--- src/rtl/cpu_controller_pkg.sv ---
// cpu_controller_pkg: phase encoding, opcode constants and ALU-opcode helper for the accumulator CPU.
`ifndef CPU_CONTROLLER_PKG_SV
`define CPU_CONTROLLER_PKG_SV
`define OPCODE_IS_ALUOP(op) ((op) == 3'b010 || (op) == 3'b011 || (op) == 3'b100 || (op) == 3'b101)
package cpu_controller_pkg;
    typedef enum logic [2:0] {
        PH_INST_ADDR  = 3'd0,
        PH_INST_FETCH = 3'd1,
        PH_INST_LOAD  = 3'd2,
        PH_IDLE       = 3'd3,
        PH_OP_ADDR    = 3'd4,
        PH_OP_FETCH   = 3'd5,
        PH_ALU_OP     = 3'd6,
        PH_STORE      = 3'd7
    } phase_t;
    localparam logic [2:0] OPCODE_HLT = 3'b000;
    localparam logic [2:0] OPCODE_SKZ = 3'b001;
    localparam logic [2:0] OPCODE_ADD = 3'b010;
    localparam logic [2:0] OPCODE_AND = 3'b011;
    localparam logic [2:0] OPCODE_XOR = 3'b100;
    localparam logic [2:0] OPCODE_LDA = 3'b101;
    localparam logic [2:0] OPCODE_STO = 3'b110;
    localparam logic [2:0] OPCODE_JMP = 3'b111;
endpackage
`endif

--- src/rtl/cpu_controller.sv ---
// cpu_controller: 8-phase instruction sequencer driving all datapath strobes; CTRL_SINGLE_STEP_EN adds i_step gating at INST_ADDR.
module cpu_controller
    import cpu_controller_pkg::*;
#(
    parameter int CNT_W = 16
) (
    input  logic             clk,
    input  logic             rst,
    input  logic             i_ena,
    input  logic [2:0]       i_opcode,
    input  logic             i_zero,
`ifdef CTRL_SINGLE_STEP_EN
    input  logic             i_step,
`endif
    output logic             o_sel,
    output logic             o_rd,
    output logic             o_wr,
    output logic             o_ld_ir,
    output logic             o_inc_pc,
    output logic             o_ld_pc,
    output logic             o_ld_ac,
    output logic             o_data_e,
    output logic             o_halted,
    output logic [2:0]       o_phase,
    output logic [CNT_W-1:0] o_instr_cnt
);
    phase_t r_phase;
    logic r_halted;
    logic [CNT_W-1:0] r_cnt;
    logic w_adv, w_halt, w_retire, w_run, w_alu, w_late;
`ifdef CTRL_SINGLE_STEP_EN
    assign w_adv = i_ena && !r_halted && (r_phase != PH_INST_ADDR || i_step);
`else
    assign w_adv = i_ena && !r_halted;
`endif
    assign w_halt   = w_adv && r_phase == PH_OP_ADDR && i_opcode == OPCODE_HLT;
    assign w_retire = w_adv && (r_phase == PH_STORE || w_halt);
    always_ff @(posedge clk) begin
        if (rst) begin
            r_phase  <= PH_INST_ADDR;
            r_halted <= 1'b0;
            r_cnt    <= '0;
        end else begin
            if (w_adv)
                r_phase <= w_halt ? PH_INST_ADDR : phase_t'(r_phase + 3'd1);
            if (w_halt)
                r_halted <= 1'b1;
            if (w_retire && !(&r_cnt))
                r_cnt <= r_cnt + 1'b1;
        end
    end
    // Halt gates every strobe, including the otherwise-default PC address select.
    assign w_run  = !r_halted;
    assign w_alu  = `OPCODE_IS_ALUOP(i_opcode);
    assign w_late = r_phase == PH_ALU_OP || r_phase == PH_STORE;
    assign o_sel    = w_run && !r_phase[2];
    assign o_rd     = w_run && ((!r_phase[2] && r_phase != PH_INST_ADDR) || (r_phase[2] && r_phase != PH_OP_ADDR && w_alu));
    assign o_ld_ir  = w_run && (r_phase == PH_INST_LOAD || r_phase == PH_IDLE);
    assign o_inc_pc = w_run && (r_phase == PH_OP_ADDR || (r_phase == PH_ALU_OP && i_opcode == OPCODE_SKZ && i_zero));
    assign o_ld_pc  = w_run && w_late && i_opcode == OPCODE_JMP;
    assign o_ld_ac  = w_run && r_phase == PH_STORE && w_alu;
    assign o_wr     = w_run && r_phase == PH_STORE && i_opcode == OPCODE_STO;
    assign o_data_e = w_run && w_late && i_opcode == OPCODE_STO;
    assign o_halted    = r_halted;
    assign o_phase     = r_phase;
    assign o_instr_cnt = r_cnt;
endmodule

--- config.mk ---
export PLATFORM = sky130hd
export DESIGN_NAME = cpu_controller
export DESIGN_NICKNAME = d
export VERILOG_FILES = /design/src/rtl/cpu_controller_pkg.sv /design/src/rtl/cpu_controller.sv
export SDC_FILE = /design/constraint.sdc
export NUM_CORES = 1
export LEC_CHECK = 0
export ABC_AREA = 1
export CORE_MARGIN = 3
export CORE_UTILIZATION = 40
export DETAILED_ROUTE_END_ITERATION = 12
export PLACE_DENSITY = 0.72
export SYNTH_ARGS = -nofsm -noshare
export SYNTH_HDL_FRONTEND = slang
export SYNTH_SLANG_ARGS = --single-unit
--- constraint.sdc ---
create_clock -name clk -period 1.3 [get_ports clk]
set_input_delay 0.13 -clock clk [delete_from_list [all_inputs] [get_ports clk]]
set_output_delay 0.13 -clock clk [all_outputs]
set_load 0.03 [all_outputs]
==> reports/metrics.yaml, run 1 <==
outcome:
  status: "complete, but fails checks"
  violations: "setup timing"
synth:
  top_area_cell: "dfxtp_1"
  yosys_warnings: 0
  ys.flops: 20
  ys_types: 24
  synthFlopType: "dfxtp_1"
  synth_area_um2: 1390
  syn_area_per_cell_um2: 6.45
  ys_seq_frac: 0.287
  synthTopCellsByCount: "62 x nand2_1, 33 x nor2_1, 25 x inv_1, 20 x dfxtp_1, 15 x nand3_1"
floorplan:
  die.size.y_um: 65.0
  num_rows: 20
  taps: 44
  num_io_pins: 35
  initCoreUtil: 0.439
  die_w_um: 65.0
  dieArea_um2: 4230
timing:
  maxSlewHeadroom: 0.690
  layout_setup_ws_ps: -339
  hold_ws_ps: 503
  setup_viol: 26
  finalHoldViolations: 0
  maxSlewViolCount: 0
  tns_ps: -6340
  worstMarginPinSlew_ps: 464
  finalCritPeriodShare: 1.26
  finClkSkew_ps: 3.58
  min_period_ps: 1640
critical_path:
  crit_path_end: "o_data_e"
  timing.rr.end: "o_instr_cnt[0]"
  arrival_ps: 1510
  r2r_slack_ps: -300
  start_kind: "register"
  startpoint: "o_phase[0]"
power:
  ir_worst_vdd_uv: 513
  switching_share: 0.292
  largestPowerGroup: "registers"
  power_density_nw_per_um2: 480
  p_seq_frac: 0.527
  power_frac_comb: 0.187
  p_leak_nw: 1.03
  p_int_mw: 0.836
  comb_power_mw: 0.221
  p_total_mw: 1.18
  p_seq_mw: 0.622
cts:
  htreeDepth: 1
  cts_made_buffers: 3
  cts_tree: "done"
  ctsHoldBuffers: 0
  clk_pin_slew_worst_paths_ps: 130
  cts_sinks: 20
route:
  highest_layer: "met4"
  drt_first_pass_iters: 4
  drt-met1-wl_um: 1760
  route.met3.wl_um: 220
  wl_met2_um: 2240
  first_iter_violations: 89
layout:
  final_layout_size_suffix_gt1_frac: 0.557
  fin_util: 0.774
  logic_area_um2: 1230
  comb-cell-share: 0.502
  nonClkBufAreaFrac: 0.242
  nNetsFinal: 301
  nFlopsAndLatches: 20
  largestClassByArea: "logic gates"
  seq_share: 0.175
  syn_to_final_growth_pct: 76.6
  largest_reg_flops: 16
  post-route-cell-area_um2: 2460
  fillCellCount: 241
  layout.cells.most_common: "nand2_1"
grt:
  grt_max_degree: 14
  first_global_vias: 1656
  grt_first_pass_wirelength_um: 7070
  top_usage_layer: "met2"
  grtUsageMet3: 0.0191
placement:
  hpwl_um: 2720
  gp_congestion: 0.791
  port_buffers: 34
  postPlaceCellArea_um2: 2130
worst_hold_path:
  min_path_cells: 2
  hold_path_end: "o_instr_cnt[14]"
  worstHoldStart: "o_instr_cnt[14]"
job:
  cap_violations: 0
  tool_warnings: 32
run 1: kinds of logic (layout without fill, tap and decap cells):
group	Yosys count	after routing	synth area share
xor gates and xnor gates	5	5	0.0314
DFF	20	20	0.287
AOI/OAI and AO/OA	23	23	0.106
adders and majority gates	6	6	0.0539
buffers and inverters	31	101	0.0924
and+or+nand+nor	131	132	0.429
run 1: stage by stage:
stage / instances / setup slack [ps]
global placement: 321 / -274
detailed placement: 321 / -306
floorplan: 216 / -88.0
CTS: 329 / -343
finish: 331 / -339
global route: 331 / -403
run 1: critical path: stages (launching register included):
cell and delay, ps:
dfxtp_4 390, ha_4 160, buf_6 110, ha_4 160
o21ai_4 170, nor2_2 60, buf_6 130
run 1: repair_timing:
item                       CTS  global route
pin swaps                   14            29
gates resized               65            59
setup buffers                3             3
setup endpoints to repair   46            36
cloned                       1             0
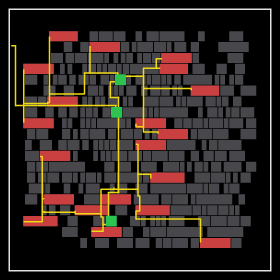
run_1/clock_map.png
Scale: 4 px per um.
yellow -> clock wires  # length 313 um
green -> cells driving clock nets  # count 3
red -> flip-flops  # count 20
routed clock nets = 4
clock group share of total power: 0.286
Late-Pin Clk Latency: 310 ps
Clk power: 0.338 mW

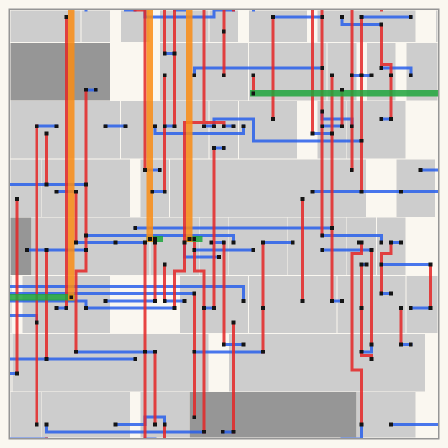
run_1/zoom.png
Window x 39 to 59, y 6 to 26 um. Cells in grey, sequential cells in the stronger grey; small squares are vias.
red -> met2
orange -> met4
blue -> met1
green -> met3
sequential cells in the window = 2
cells with their middle in the window = 43
netlist names of flops here include = o_phase (2)
most frequent = buf_4 (9), ha_4 (4)

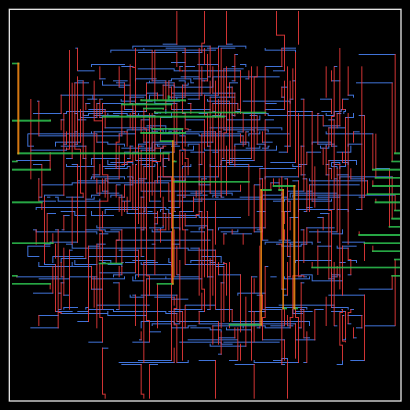
run_1/metal_stack.png
Scale: 6 px per um.
orange -> met4  # wire length 101 um
green -> met3  # wire length 221 um
blue -> met1  # wire length 1760 um
red -> met2  # wire length 2240 um
final wirelength: 4320 um
DR vias: 1642
wire per inst: 13.0 um
GRT Total Usage: 0.211

==> run 2: changes to the inputs <==
--- a/config.mk
+++ b/config.mk
@@ -5,11 +5,10 @@
 export SDC_FILE = /design/constraint.sdc
 export NUM_CORES = 1
 export LEC_CHECK = 0
-export ABC_AREA = 1
 export CORE_MARGIN = 3
 export CORE_UTILIZATION = 40
 export DETAILED_ROUTE_END_ITERATION = 12
-export PLACE_DENSITY = 0.72
+export PLACE_DENSITY = 0.75
 export SYNTH_ARGS = -nofsm -noshare
 export SYNTH_HDL_FRONTEND = slang
 export SYNTH_SLANG_ARGS = --single-unit
==> run 2 against run 1 <==
- the run still ends with setup timing left
- die area decreased by 16%
- critical path type is now register to register
- routed wire length rose by 34%
- worst setup slack worse by 250 ps
- largest power group unchanged
- count of clock-buffer cells in the layout shrank 1
==> reports/metrics.yaml, run 2 <==
outcome:
  status: "complete, but fails checks"
  violations: "setup timing"
layout:
  final_layout_size_suffix_gt1_frac: 0.683
  layout.cells.most_common: "buf_4"
  syn_to_final_growth_pct: 107
  largestClassByArea: "logic gates"
  comb-cell-share: 0.437
  finalNonFillerCells: 270
  logic_area_um2: 1040
  largest_reg_flops: 16
  fillCellCount: 111
  nNetsFinal: 254
  nFlopsAndLatches: 20
  post-route-cell-area_um2: 2380
  seq_share: 0.186
timing:
  layout_setup_ws_ps: -588
  setup_viol: 28
  min_period_ps: 1890
  finalCritPeriodShare: 1.45
  finalHoldViolations: 0
  worstMarginPinSlew_ps: 359
power:
  switching_share: 0.296
  p_int_mw: 0.840
  p_seq_mw: 0.615
  largestPowerGroup: "registers"
  clock_power_mw: 0.323
  p_total_mw: 1.19
  pwr-share-clk: 0.270
  p_leak_nw: 0.950
  comb_power_mw: 0.256
critical_path:
  arrival_ps: 2100
  startpoint: "o_phase[0]"
  cp_common_cell: "ha_4"
  crit_path_end: "o_instr_cnt[0]"
  start_kind: "register"
  crit_slowest_cell: "dfxtp_4"
  path_cells: "ha_4, ha_4, and3b_2, a31oi_4, buf_4, nor2_2, xnor2_1, nor2_1"
  r2r_slack_ps: -590
  cpPeakStageDelay_ps: 390
floorplan:
  dieArea_um2: 3560
  die_w_um: 59.7
  num_io_pins: 35
  num_rows: 18
  die.size.y_um: 59.7
route:
  drt_first_pass_iters: 5
  wl_um: 5790
  drt-met1-wl_um: 2120
  dr_total_vias: 1578
  route.met3.wl_um: 391
  wl_met2_um: 2920
  highest_layer: "met4"
grt:
  grt_max_degree: 12
  grt_first_pass_wirelength_um: 7350
  grt.total_usage: 0.278
  first_global_vias: 1567
  top_usage_layer: "met2"
synth:
  ys_types: 31
  synth_area_um2: 1150
  syn_area_per_cell_um2: 8.41
  xor_share: 0.106
  top_area_cell: "dfxtp_1"
  yosys.area_share.adder: 0.0651
  aoi_share: 0.0695
  yosys_warnings: 0
  synthTopCellsByCount: "26 x nor2_1, 20 x dfxtp_1, 14 x xnor2_1, 9 x nand2_1, 9 x nor3_1"
  top_logic_kind: "simple AND/OR/NAND/NOR gates"
  ys.flops: 20
  ys_seq_frac: 0.347
cts:
  postCtsSetupBuffers: 10
  ctsHoldBuffers: 0
  cts_sinks: 20
  cts_made_buffers: 3
  clk_latency_ps: 320
  clk_pin_slew_worst_paths_ps: 120
  cts_tree: "done"
placement:
  dp_cells: 246
  hpwl_um: 2910
  postPlaceCellArea_um2: 2000
  dpl_worst_slack_ps: -719
job:
  tool_warnings: 32
worst_hold_path:
  worstHoldStart: "rst"
  hold_path_end: "o_instr_cnt[15]"
  min_path_cells: 3
## run 2: cell count changes after synthesis, moves of 4 or more
| cell | previous run | this run |
|---|---|---|
| nand2_1 | 62 | 9 |
| inv_1 | 25 | 5 |
| xnor2_1 | 2 | 14 |
| nor3_1 | 0 | 9 |
| a21oi_2 | 8 | 0 |
| nand3_1 | 15 | 7 |
| nor2_1 | 33 | 26 |
| o21ai_0 | 7 | 1 |
| nand2_2 | 4 | 0 |
| nand2_4 | 4 | 0 |
## run 2: critical path: cells and delay by family, from the launching register on
family | cells | cell delay [ps]
and+or+nand+nor | 3 | 400
AOI/OAI and AO/OA | 1 | 260
adders and majority gates | 2 | 340
DFF | 1 | 390
buffers and inverters | 1 | 220
xor gates and xnor gates | 1 | 180
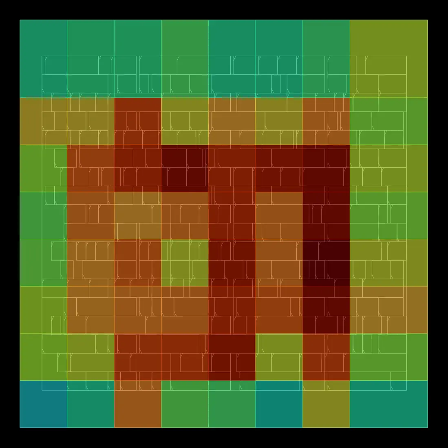
run_2/final_congestion.png
final core occ: 0.911
wire per inst: 21.4 um

Power is estimated from default activity; no workload was simulated.
